Fig. 1: run 1, routed metal, one color a layer
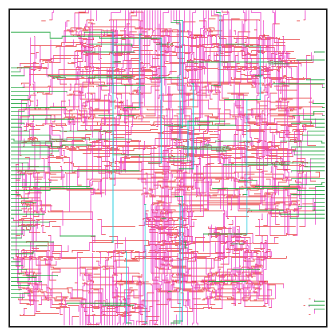
Fig. 2: run 1, placement view
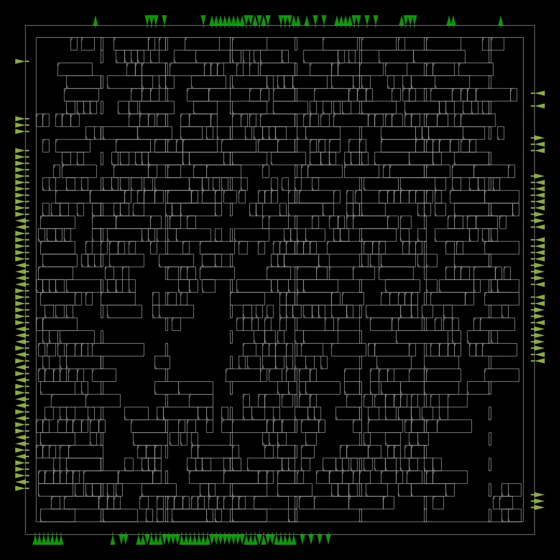
Fig. 3: run 1, cell classes on the final placement
Fill, decap, tap and diode cells in gray.
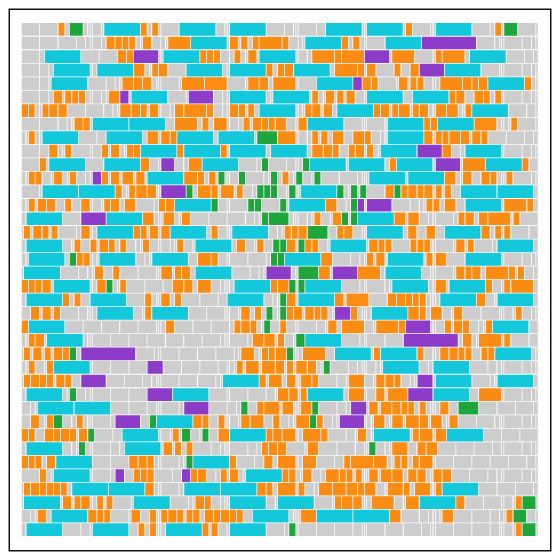
==> config.mk <==
export PLATFORM = sky130hd
export DESIGN_NAME = bus_master_port
export DESIGN_NICKNAME = d
export VERILOG_FILES = /design/src/rtl/bus_master_port.sv
export SDC_FILE = /design/constraint.sdc
export NUM_CORES = 1
export LEC_CHECK = 0
export ABC_CLOCK_PERIOD_IN_PS = 4500
export CAP_MARGIN = 40
export CORE_MARGIN = 2
export CORE_UTILIZATION = 55
export CTS_BUF_LIST = sky130_fd_sc_hd__clkbuf_8
export CTS_CLUSTER_SIZE = 12
export DETAILED_ROUTE_END_ITERATION = 16
export DONT_BUFFER_PORTS = 1
export GPL_TIMING_DRIVEN = 0
export PLACE_DENSITY_LB_ADDON = 0.2
export SYNTH_ARGS = -nofsm -noshare
export SYNTH_HDL_FRONTEND = slang
export SYNTH_SLANG_ARGS = --single-unit
==> constraint.sdc <==
create_clock -name clk -period 4.5 [get_ports clk]
set_input_delay 0.45 -clock clk [delete_from_list [all_inputs] [get_ports clk]]
set_output_delay 0.45 -clock clk [all_outputs]
set_load 0.005 [all_outputs]
==> flow_summary_export.csv, run 1 <==
group,metric,value,unit
status,outcome,"finished, final reports clean",
run,warnings,33,
global_routing,grt_pass1_wl,24500,microns
timing,final_max_slew_viol_count,0,
finish,nFillCells,974,
critical_path,cp_common_cell,"clkbuf_1",
clock_tree,clock_latency,0.45,ns
power_and_ir_drop,peakVddDrop,0.000240,V
clock_tree,cts_setup_buffers,0,
critical_path,r2r_slack,2.09,ns
critical_path,start_kind,"register",
drt,dr.pass1.iters,5,
critical_path,criticalPathCategory,"reg2reg",
critical_path,cp_max_fo,10,
die,die_w,109,microns
timing,setup_viol,0,
power_and_ir_drop,total_power,2.96,mW
global_routing,grtUsageMet2,43.1,%
die,dieArea,0.0118,sq mm
finish,antenna_cells,0,
drt,via_per_inst,5.68,
power_and_ir_drop,power_density,448,mW/mm^2
power_and_ir_drop,power_frac_clock,35.9,%
global_routing,grt_max_degree,17,
power_and_ir_drop,combinationalPowerShare,14.1,%
placement,dp_hpwl,11500,microns
global_routing,overflow,0,
logic_synthesis,yosys.stat.seqShare,48.9,%
logic_synthesis,synth_flop_count,147,
global_routing,first_global_vias,5040,
logic_synthesis,avgSynthCellArea,7.98,sq um
critical_path,cp_num_cells,6,
logic_synthesis,synth-main-ff-cell,"dfxtp_1",
## Picture notes: Fig. 1
cyan -> metal 4  # wire length 497 microns
green -> metal 3  # wire length 1,500 microns
red -> metal 1  # wire length 6,390 microns
magenta -> metal 2  # wire length 7,270 microns
Total GRT Usage: 27.0%
via count: 5,291
final WL: 15,700 microns

## Picture notes: Fig. 2
core area: 0.0107 sq mm
row cnt: 38
Seq cells: 147
fin util: 61.6%

## Picture notes: Fig. 3
purple -> clock drivers and dummy loads  # cells 32
cyan -> sequential cells  # cells 147
green -> remaining buffers and delay cells  # cells 64
orange -> combinational and other logic  # cells 548
Seq area share: 44.4%
Final Instance Area: 0.00662 sq mm

run 1: power by group through the flow:
stage / clock network [mW] / registers, mW / logic (mW)
CTS: 1.07 / 1.48 / 0.418
global route: 1.13 / 1.50 / 0.469
finish: 1.06 / 1.48 / 0.419
global placement: 0 / 1.51 / 0.401
detailed placement: 0 / 1.51 / 0.416
floorplan: 0 / 1.49 / 0.323
run 1: per-layer routing:
metal / part of all wire, % / vias up / wire, microns
met5: 0 / - / 0
met4: 3.2 / 0 / 497
met3: 9.6 / 33 / 1500
met2: 46 / 198 / 7270
met1: 41 / 2463 / 6390
li1: - / 2597 / -
run 1: cell usage in the layout (no fill, tap or decap), types with 2 or more instances in the layout:
cell	count
clkinv_4	3
o21ai_0	6
a21o_1	3
nor2b_1	4
bufinv_16	3
nor2_1	48
o211ai_1	2
or3_1	2
buf_1	5
clkbuf_8	18
buf_6	5
a211oi_2	26
a31oi_1	4
a211oi_1	9
and2_1	2
clkinv_2	5
nand2_1	213
buf_2	3
a21oi_1	140
clkbuf_1	46
conb_1	5
nor3_1	4
a311oi_1	2
nand2b_1	5
dfxtp_1	147
buf_4	5
o22ai_1	2
inv_1	6
nand3_1	8
o221ai_1	2
and3_1	36
o21bai_1	3
run 1: stage by stage:
step | cell area (sq um) | instances | hold WS (ns) | setup slack (ns)
2_1_floorplan | 6040 | 759 | 0.432 | 2.41
3_3_place_gp | 6210 | 899 | 0.437 | 2.17
3_5_place_dp | 6210 | 899 | 0.444 | 2.08
4_1_cts | 6620 | 931 | 0.111 | 2.07
5_1_grt | 6620 | 931 | 0.108 | 1.88
6_report | 6620 | 931 | 0.123 | 2.09
run 1: area by class of cell:
class / count / area, sq um / area share, %
Inverter: 5 / 18.8 / 0.283
Clock buffer: 18 / 248 / 3.74
Sequential cell: 147 / 2940 / 44.4
Buffer: 64 / 300 / 4.54
Tap cell: 140 / 175 / 2.65
Multi-Input combinational cell: 543 / 2780 / 41.9
Clock inverter: 14 / 161 / 2.44
run 1: synthesized netlist by cell type (all sizes together), types with 6 or more instances:
cell type / count
and3: 37
clkbuf: 46
nor2: 48
nand2: 213
a211oi: 35
nand3: 8
buf: 18
o21ai: 6
a21oi: 140
dfxtp: 147
run 1: worst register-to-register path, cell delays in order, from the launching register on:
cell,delay (ns)
dfxtp_1,0.37
clkbuf_1,0.31
nand3b_1,0.14
a21oi_1,0.28
clkbuf_1,0.40
clkbuf_1,0.60
a211oi_2,0.16
run 1: kinds of logic (layout without fill, tap and decap cells):
| family | Yosys count | count (layout) | share of synthesized area (%) |
|---|---|---|---|
| buf+inv | 69 | 101 | 5.30 |
| simple gates | 330 | 330 | 23.5 |
| flops | 147 | 147 | 48.9 |
| mux | 1 | 1 | 0.166 |
| fa+ha+maj | 1 | 1 | 0.208 |
| other cells | 1 | 5 | 0.0623 |
| compound gates | 206 | 206 | 21.9 |
Fig. 4: run 1, ports around the boundary
Pins as bars across the die edge, other pins in gray.
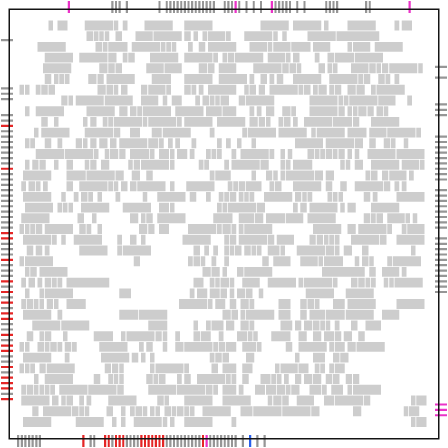

## Run 2: what changed since run 1
--- a/config.mk
+++ b/config.mk
@@ -5,7 +5,7 @@
 export SDC_FILE = /design/constraint.sdc
 export NUM_CORES = 1
 export LEC_CHECK = 0
-export ABC_CLOCK_PERIOD_IN_PS = 4500
+export ABC_CLOCK_PERIOD_IN_PS = 2200
 export CAP_MARGIN = 40
 export CORE_MARGIN = 2
 export CORE_UTILIZATION = 55
==> constraint.sdc (replaced) <==
create_clock -name clk -period 2.2 [get_ports clk]
set_input_delay 0.22 -clock clk [delete_from_list [all_inputs] [get_ports clk]]
set_output_delay 0.22 -clock clk [all_outputs]
set_load 0.005 [all_outputs]
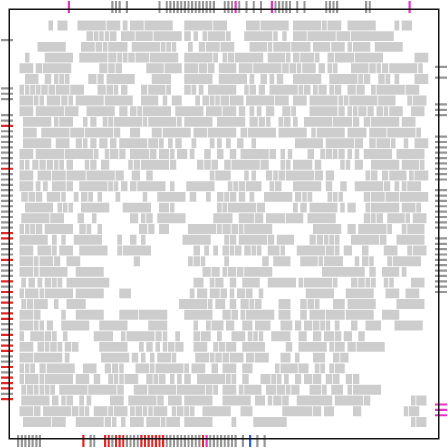
Fig. 5. Ports around the boundary (run 2).
Pins as bars across the die edge, other pins in gray.
blue -> `rsp_err`  # pins 1, direction output, edge south
magenta -> `ctrl_out`  # pins 8, direction output, edge 4 north, 3 east, 1 south
red -> `bus_in`  # pins 32, direction input, edge 18 west, 14 south
all pins by edge = 58 west, 51 south, 43 north, 36 east
# port buffers: 0
Die Ht: 109 microns
die width: 109 microns

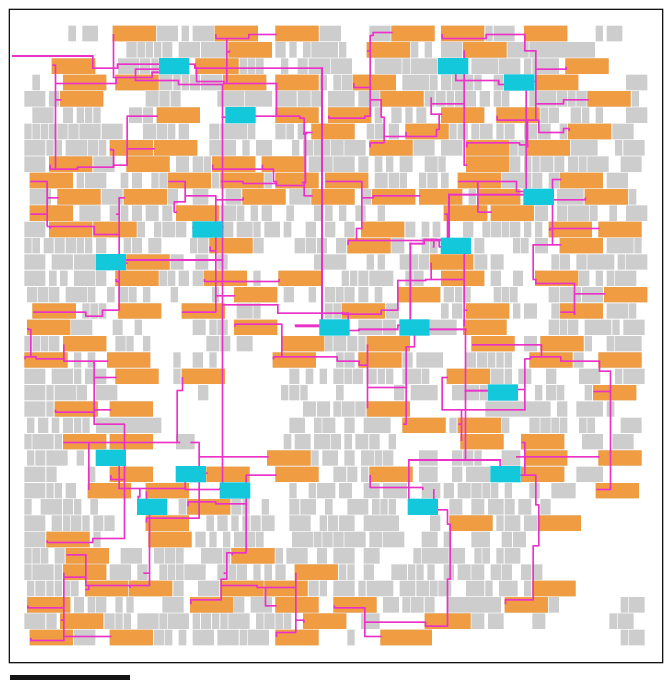
Fig. 6. Clock distribution (run 2).
Scale bar: 20 microns.
magenta -> clock wires  # length 1,690 microns
orange -> flip-flops  # count 147
cyan -> clock drivers  # count 17
flops lie = all over the die
P_clk: 2.18 mW
clock power share: 34.9%

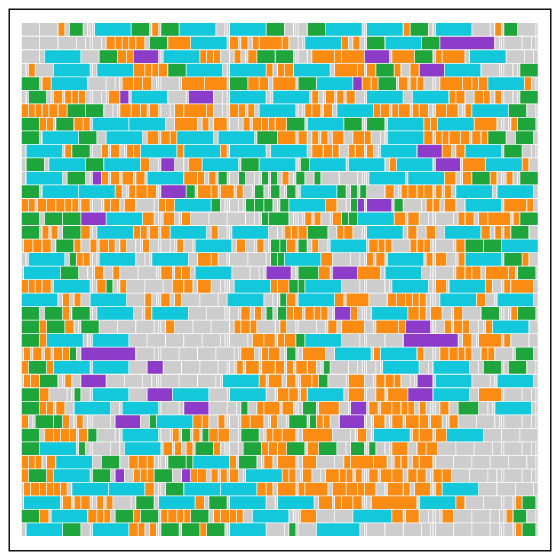
Fig. 7. Cell classes on the final placement (run 2).
Fill, decap, tap and diode cells in gray.
purple -> clock drivers and dummy loads  # cells 32
orange -> combinational and other logic  # cells 548
cyan -> sequential cells  # cells 147
green -> remaining buffers and delay cells  # cells 163
Seq area share: 38.4%
Final Instance Area: 0.00768 sq mm
fin util: 71.4%

==> run 2 against run 1 <==
Die size did not move. Non-clock buffer count rose by 99. Critical path depth rose by 2. Final cell count rose by 11%. Maximum frequency rose by 14%. Sequential power rose by 100%. Combinational power rose by 150%. Count of clock-buffer cells in the layout did not move. Synthesized cell count did not move. Global-route usage rose by 2.2 points. Power rose by 110%. Flip-flop count did not move.
==> flow_summary_export.csv, run 2 <==
group,metric,value,unit
status,outcome,"finished, final reports clean",
logic_synthesis,adder_share,0.208,%
placement,place_inst,899,
critical_path,cp_max_fo,10,
finish,regArea,0.00295,sq mm
drt,totalWireLength,17100,microns
global_routing,grt_pass1_wl,26800,microns
placement,dp_hpwl,11500,microns
power_and_ir_drop,total_power,6.24,mW
timing,setup_viol,0,
critical_path,criticalPathCategory,"reg2reg",
logic_synthesis,synth-main-ff-cell,"dfxtp_1",
finish,lay_top_cells,"nand2_1, dfxtp_1, a21oi_1, dlygate4sd3_1, nor2_1",
logic_synthesis,most_common_cell,"nand2_1",
drt,dr.pass1.iters,5,
timing,final_max_slew_viol_count,0,
logic_synthesis,xor_share,0,%
critical_path,start_kind,"register",
drt,via_per_inst,5.62,
finish,final_common_cell,"nand2_1",
global_routing,grt_max_degree,17,
drt,vias,5788,
die,num_rows,38,
die,core,0.0107,sq mm
logic_synthesis,mux_share,0.166,%
logic_synthesis,avgSynthCellArea,7.98,sq um
die,dieArea,0.0118,sq mm
global_routing,first_global_vias,5586,
-- run 2: final cells by class --
| class | count | area share, % |
|---|---|---|
| multi-input combinational | 543 | 36.6 |
| buffer | 63 | 4.22 |
| sequential | 147 | 38.4 |
| tap | 140 | 2.28 |
| clock inverter | 14 | 2.10 |
| clock buffer | 18 | 3.23 |
| timing repair buffer | 100 | 13.0 |
| inverter | 5 | 0.244 |
-- run 2: cells by family after synthesis --
family | after synthesis
other cells | 1
compound gates | 206
mux | 1
buf+inv | 69
flops | 147
fa+ha+maj | 1
simple gates | 330
-- run 2: where the power goes --
part	internal (mW)	leakage, nW	total (mW)	switching (mW)
sequential	2.88	1.20	3.03	0.154
clock	1.14	0.214	2.18	1.03
combinational	0.417	1.53	1.03	0.612
total	4.44	2.94	6.24	1.80
-- run 2: repair_timing --
item,CTS,global route
buffers inserted,2,0
pin swaps,0,0
endpoints found under the hold margin,98,0
hold buffers,98,0
endpoints found under the setup margin,44,102
gates resized,15,25
-- run 2: routing by layer --
metal | track usage, % | wire (microns) | up-vias
met2 | 49.0 | 8280 | 242
met5 | 0 | 0 | -
met3 | 8.13 | 1350 | 48
met4 | 12.2 | 436 | 0
li1 | - | - | 2790
met1 | 35.1 | 7040 | 2708
-- run 2: stage by stage --
step	setup WS, ns	util (%)	setup TNS (ns)
after floorplan	0.106	-	0
after global placement	-0.129	57.8	-3.36
after detailed placement	-0.221	57.8	-5.65
after CTS	0.00898	71.2	0
after global routing	-0.00637	71.4	-0.0200
final	0.0803	71.4	0
-- run 2: worst max-delay path, delay by kind of cell, from the launching register on --
kind                     cells  cell delay (ns)
AND/OR/NAND/NOR              3             0.75
adder cells (fa/ha/maj)      1             0.18
buffers and inverters        2             0.30
flip-flops                   1             0.37
AND-OR/OR-AND                2             0.41
Power figures rest on the tool's default switching activity, not on a simulated workload.
